[src/rtl/tone_pkg.sv]
// Shared note codes, base-frequency table and counter-width helper for the
// polyphonic tone generator.
package tone_pkg;

  typedef enum logic [2:0] {
    NOTE_OFF = 3'd0,
    NOTE_C1  = 3'd1,
    NOTE_D1  = 3'd2,
    NOTE_E1  = 3'd3,
    NOTE_F1  = 3'd4,
    NOTE_G1  = 3'd5,
    NOTE_A0  = 3'd6,
    NOTE_B0  = 3'd7
  } note_e;

  function automatic int unsigned base_freq(input logic [2:0] code);
    case (note_e'(code))
      NOTE_C1: return 33;
      NOTE_D1: return 37;
      NOTE_E1: return 41;
      NOTE_F1: return 44;
      NOTE_G1: return 49;
      NOTE_A0: return 28;
      NOTE_B0: return 31;
      default: return 0;
    endcase
  endfunction

  // Half-period in clk cycles at octave 0; zero for the silent code.
  function automatic int unsigned base_half_period(input int unsigned clk_hz,
                                                   input logic [2:0]  code);
    int unsigned f;
    f = base_freq(code);
    return (f == 0) ? 0 : clk_hz / (2 * f);
  endfunction

  function automatic int unsigned per_w(input int unsigned clk_hz);
    return $clog2(clk_hz / 56) + 1;
  endfunction

endpackage

[src/rtl/tone_voice.sv]
// One square-wave voice: key edge detect, half-period counter, wave and
// release envelope.
module tone_voice
  import tone_pkg::*;
#(
  parameter int unsigned CLK_HZ = 100000000,
  parameter int unsigned ENV_W  = 4
) (
  input  logic             clk,
  input  logic             rst_n,
  input  logic             key_on,
  input  logic             tick,
  input  logic [2:0]       note,
  input  logic [2:0]       octave,
  output logic             wave,
  output logic [ENV_W-1:0] env
);

  localparam int unsigned PER_W = per_w(CLK_HZ);
  localparam logic [ENV_W-1:0] ENV_MAX = '1;
  typedef logic [PER_W-1:0] per_t;

  localparam per_t HP_TAB [8] = '{
    per_t'(0),
    per_t'(base_half_period(CLK_HZ, 3'd1)),
    per_t'(base_half_period(CLK_HZ, 3'd2)),
    per_t'(base_half_period(CLK_HZ, 3'd3)),
    per_t'(base_half_period(CLK_HZ, 3'd4)),
    per_t'(base_half_period(CLK_HZ, 3'd5)),
    per_t'(base_half_period(CLK_HZ, 3'd6)),
    per_t'(base_half_period(CLK_HZ, 3'd7))
  };

  logic key_prev;
  logic rise;
  per_t hp;
  per_t cnt;

  always_comb begin
    hp   = HP_TAB[note] >> octave;
    rise = key_on & ~key_prev;
  end

  // hp is sampled only on reload, so note/octave changes never cut a half-period short.
  always_ff @(posedge clk or negedge rst_n) begin
    if (!rst_n) begin
      key_prev <= 1'b0;
      env      <= '0;
      wave     <= 1'b0;
      cnt      <= '0;
    end else begin
      key_prev <= key_on;
      if (rise) begin
        env  <= ENV_MAX;
        wave <= 1'b0;
        cnt  <= (note == NOTE_OFF) ? '0 : hp - 1'b1;
      end else begin
        if (key_on)
          env <= ENV_MAX;
        else if (tick && env != '0)
          env <= env - 1'b1;

        if (env == '0 || note == NOTE_OFF) begin
          wave <= 1'b0;
          cnt  <= '0;
        end else if (cnt == '0) begin
          wave <= ~wave;
          cnt  <= hp - 1'b1;
        end else begin
          cnt <= cnt - 1'b1;
        end
      end
    end
  end

endmodule

[src/rtl/poly_tone_gen.sv]
// Polyphonic square-wave tone generator: VOICES voices mixed, scaled by
// master volume and rendered as a single-bit PWM stream for the amplifier.
module poly_tone_gen
  import tone_pkg::*;
#(
  parameter int unsigned CLK_HZ    = 100000000,
  parameter int unsigned VOICES    = 4,
  parameter int unsigned ENV_W     = 4,
  parameter int unsigned VOL_W     = 4,
  parameter int unsigned PWM_W     = 6,
  parameter int unsigned DECAY_DIV = 1000000
) (
  input  logic                  clk,
  input  logic                  rst_n,
  input  logic [VOICES-1:0]     key_on,
  input  logic [3*VOICES-1:0]   note,
  input  logic [3*VOICES-1:0]   octave,
  input  logic [VOL_W-1:0]      volume,
  output logic                  AIN,
  output logic                  GAIN,
  output logic                  NC,
  output logic                  ACTIVE
);

  localparam int unsigned SUM_W  = ENV_W + $clog2(VOICES);
  localparam int unsigned PROD_W = SUM_W + VOL_W;
  localparam int unsigned SHIFT  = PROD_W - PWM_W;
  localparam int unsigned DIV_W  = $clog2(DECAY_DIV + 1);

  logic [DIV_W-1:0]  div;
  logic              tick;
  logic [VOICES-1:0] wave;
  logic [ENV_W-1:0]  env [VOICES];
  logic [SUM_W-1:0]  mix;
  logic [SUM_W-1:0]  mix_next;
  logic              any_env;
  logic [PROD_W-1:0] prod;
  logic [PWM_W-1:0]  level;
  logic [PWM_W-1:0]  level_q;
  logic [PWM_W-1:0]  pwm_cnt;

  assign GAIN = 1'b1;
  assign NC   = 1'b0;

  assign tick = (div == DIV_W'(DECAY_DIV - 1));

  for (genvar v = 0; v < VOICES; v++) begin : g_voice
    tone_voice #(
      .CLK_HZ (CLK_HZ),
      .ENV_W  (ENV_W)
    ) u_voice (
      .clk    (clk),
      .rst_n  (rst_n),
      .key_on (key_on[v]),
      .tick   (tick),
      .note   (note[3*v +: 3]),
      .octave (octave[3*v +: 3]),
      .wave   (wave[v]),
      .env    (env[v])
    );
  end

  always_comb begin
    mix_next = '0;
    any_env  = 1'b0;
    for (int unsigned v = 0; v < VOICES; v++) begin
      if (wave[v])
        mix_next = mix_next + SUM_W'(env[v]);
      if (env[v] != '0)
        any_env = 1'b1;
    end
    prod  = PROD_W'(mix) * PROD_W'(volume);
    level = PWM_W'(prod >> SHIFT);
  end

  // level_q only moves at counter wrap so a PWM period never sees two levels.
  always_ff @(posedge clk or negedge rst_n) begin
    if (!rst_n) begin
      div     <= '0;
      mix     <= '0;
      pwm_cnt <= '0;
      level_q <= '0;
      AIN     <= 1'b0;
      ACTIVE  <= 1'b0;
    end else begin
      div     <= tick ? '0 : div + 1'b1;
      mix     <= mix_next;
      pwm_cnt <= pwm_cnt + 1'b1;
      if (pwm_cnt == '1)
        level_q <= level;
      AIN     <= (pwm_cnt < level_q);
      ACTIVE  <= any_env;
    end
  end

endmodule

[config.mk]
export PLATFORM = sky130hd
export DESIGN_NAME = poly_tone_gen
export DESIGN_NICKNAME = d
export VERILOG_FILES = /design/src/rtl/tone_pkg.sv /design/src/rtl/tone_voice.sv /design/src/rtl/poly_tone_gen.sv
export SDC_FILE = /design/constraint.sdc
export NUM_CORES = 1
export LEC_CHECK = 0
export CAP_MARGIN = 20
export CORE_MARGIN = 2
export CORE_UTILIZATION = 58
export DETAILED_ROUTE_END_ITERATION = 10
export HOLD_SLACK_MARGIN = 0.12
export MAX_ROUTING_LAYER = met4
export PLACE_DENSITY_LB_ADDON = 0.1
export SETUP_SLACK_MARGIN = 0.15
export SKIP_CTS_REPAIR_TIMING = 1
export SYNTH_ARGS = -nofsm -noshare
export SYNTH_HDL_FRONTEND = slang
export SYNTH_SLANG_ARGS = --single-unit
[constraint.sdc]
create_clock -name clk -period 3.9 [get_ports clk]
set_input_delay 0.78 -clock clk [delete_from_list [all_inputs] [get_ports clk]]
set_output_delay 0.78 -clock clk [all_outputs]
set_load 0.01 [all_outputs]
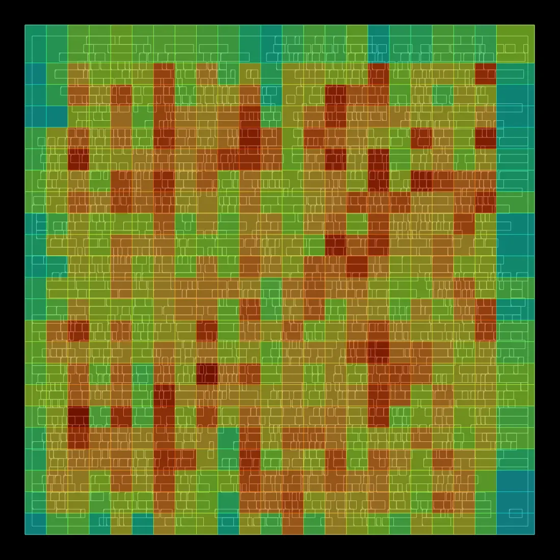
**Above:** routing congestion.
grt met2 use: 44.7%
Total GRT Usage: 28.0%
routed len/inst: 16.3 microns
grt met3 use: 2.98%
busiest grt layer: met2

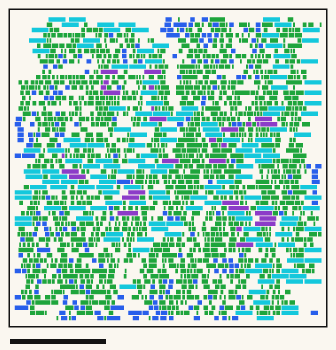
**Above:** placement by cell class.
The bar under the picture is 50 microns long.
legend:
  blue:
    class: remaining buffers and delay cells
    cells: 190
    share_of_their_area: 9.8%
  cyan:
    class: sequential cells
    cells: 152
    share_of_their_area: 23%
  green:
    class: remaining logic cells
    cells: 1517
    share_of_their_area: 64%
  purple:
    class: clock drivers and dummy loads
    cells: 31
    share_of_their_area: 3.6%
Placement Rows: 58
post-route cell area: 17100 sq um

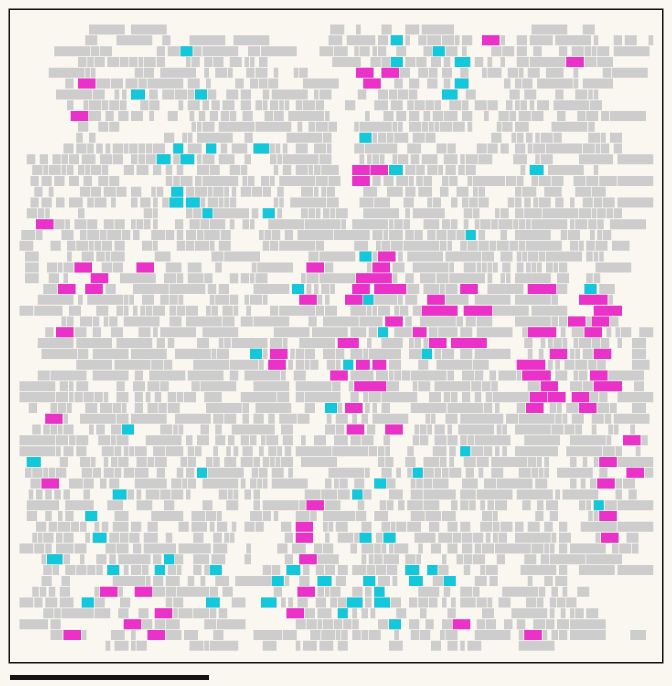
**Above:** selected gate families.
The bar under the picture is 50 microns long.
legend:
  magenta:
    family: fa/ha/maj cells
    cells: 84
    most_used: ha_1
    where: widely spread
  cyan:
    family: non-inverting ao/oa cells
    cells: 66
Finished Layout Cells: 2221
most instantiated logic cell after routing: nor2_1

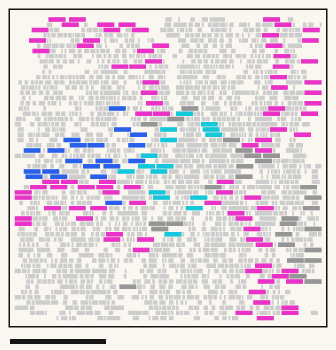
**Above:** register map, names as in the netlist.
The bar under the picture is 50 microns long. Other sequential cells in the stronger gray, the rest of the logic in the fainter gray.
legend:
  cyan:
    netlist_name: `g_voice.u_voice.env`
    placed_flops: 16
    where: center
  blue:
    netlist_name: `div`
    placed_flops: 20
  magenta:
    netlist_name: `g_voice.u_voice.cnt`
    placed_flops: 88
    where: widely spread
not colored: 28
fin util: 67.8%
seq pwr: 0.00215 W
Seq/total area: 22.3%
Seq. cell area: 3800 sq um

## per-stage QoR
stage | instances | worst slack (ps) | utilization (%)
after CTS | 2217 | -97.1 | 67.1
after global routing | 2220 | -37.2 | 67.8
after floorplan | 1780 | 159 | -
after global placement | 2186 | -234 | 64.7
final | 2221 | 160 | 67.8
after detailed placement | 2186 | -288 | 64.7
## cell type report
class | count | share of cell area (%)
repair buffers | 190 | 9.55
well taps | 330 | 2.42
diodes | 1 | 0.0147
clock buffers | 18 | 2.51
flip-flops and latches | 152 | 22.3
clock inverters | 13 | 0.989
multi-input cells | 1440 | 60.5
inverters | 77 | 1.69
## state kept, by name, summed over array words and instances (netlist names)
signal / cells
g_voice.u_voice.wave: 4
ACTIVE: 1
mix: 6
AIN: 1
pwm_cnt: 6
level_q: 6
div: 20
g_voice.u_voice.env: 16
g_voice.u_voice.key_prev: 4
g_voice.u_voice.cnt: 88
## cells by family after synthesis
family | count (synthesis) | share of synthesized area, %
mux | 97 | 8.20
flops | 152 | 25.6
buf+inv | 188 | 5.89
compound gates | 431 | 19.7
xor+xnor | 169 | 9.96
other cells | 2 | 0.0506
simple gates | 657 | 23.1
fa+ha+maj | 84 | 7.53
## report_power, final
| group | total (W) | internal, W | switching (W) |
|---|---|---|---|
| Clock | 0.00174 | 0.00101 | 0.000721 |
| Combinational | 0.00219 | 0.00105 | 0.00115 |
| Sequential | 0.00215 | 0.00185 | 0.000298 |
## layer usage
layer | global-route usage (%) | part of all wire (%)
met1 | 38.9 | 47
met2 | 44.7 | 48
met3 | 2.98 | 3.8
met4 | 5.70 | 0.95
met5 | - | 0
==> ci_impl_report.md <==
### Flow metrics

| Metric | Value |
|---|---|
| Flops after synth | 152 |
| Area delta synth->final | 15.0% |
| Status | finished, final reports clean |
| Gp weighted congestion | 0.921 |
| Floorplan core area | 25200 sq um |
| Largest net degree at the start of global routing | 76 |
| Routed Antenna Nets | 0 |
| Worst hold path type | in -> async |
| FILL cells | 2066 |
| CTS Sinks | 152 |
| Reg2reg start | g_voice[0].u_voice.wave |
| Data required, critical path | 4210 ps |
| Distinct cell type count after synthesis | 100 |
| Placed Area | 16300 sq um |
| Synth Seq Share | 25.6% |
| Iter 0 DRT Violations | 1235 |
| Pre-antenna DRT Iters | 5 |
| Crit path time final | 3740 ps |
| Top delay family on crit path | adder cells |
| Die Span Y | 164 microns |
| Top cells excl fill/tap | 157 x nor2_1, 152 x dfrtp_1, 146 x buf_4 |
| Slew Viols, Final | 0 |
| Post-synth top cells | 157 x nor2_1, 152 x dfrtp_1, 140 x nand2_1 |
Power and IR drop assume default switching activity.
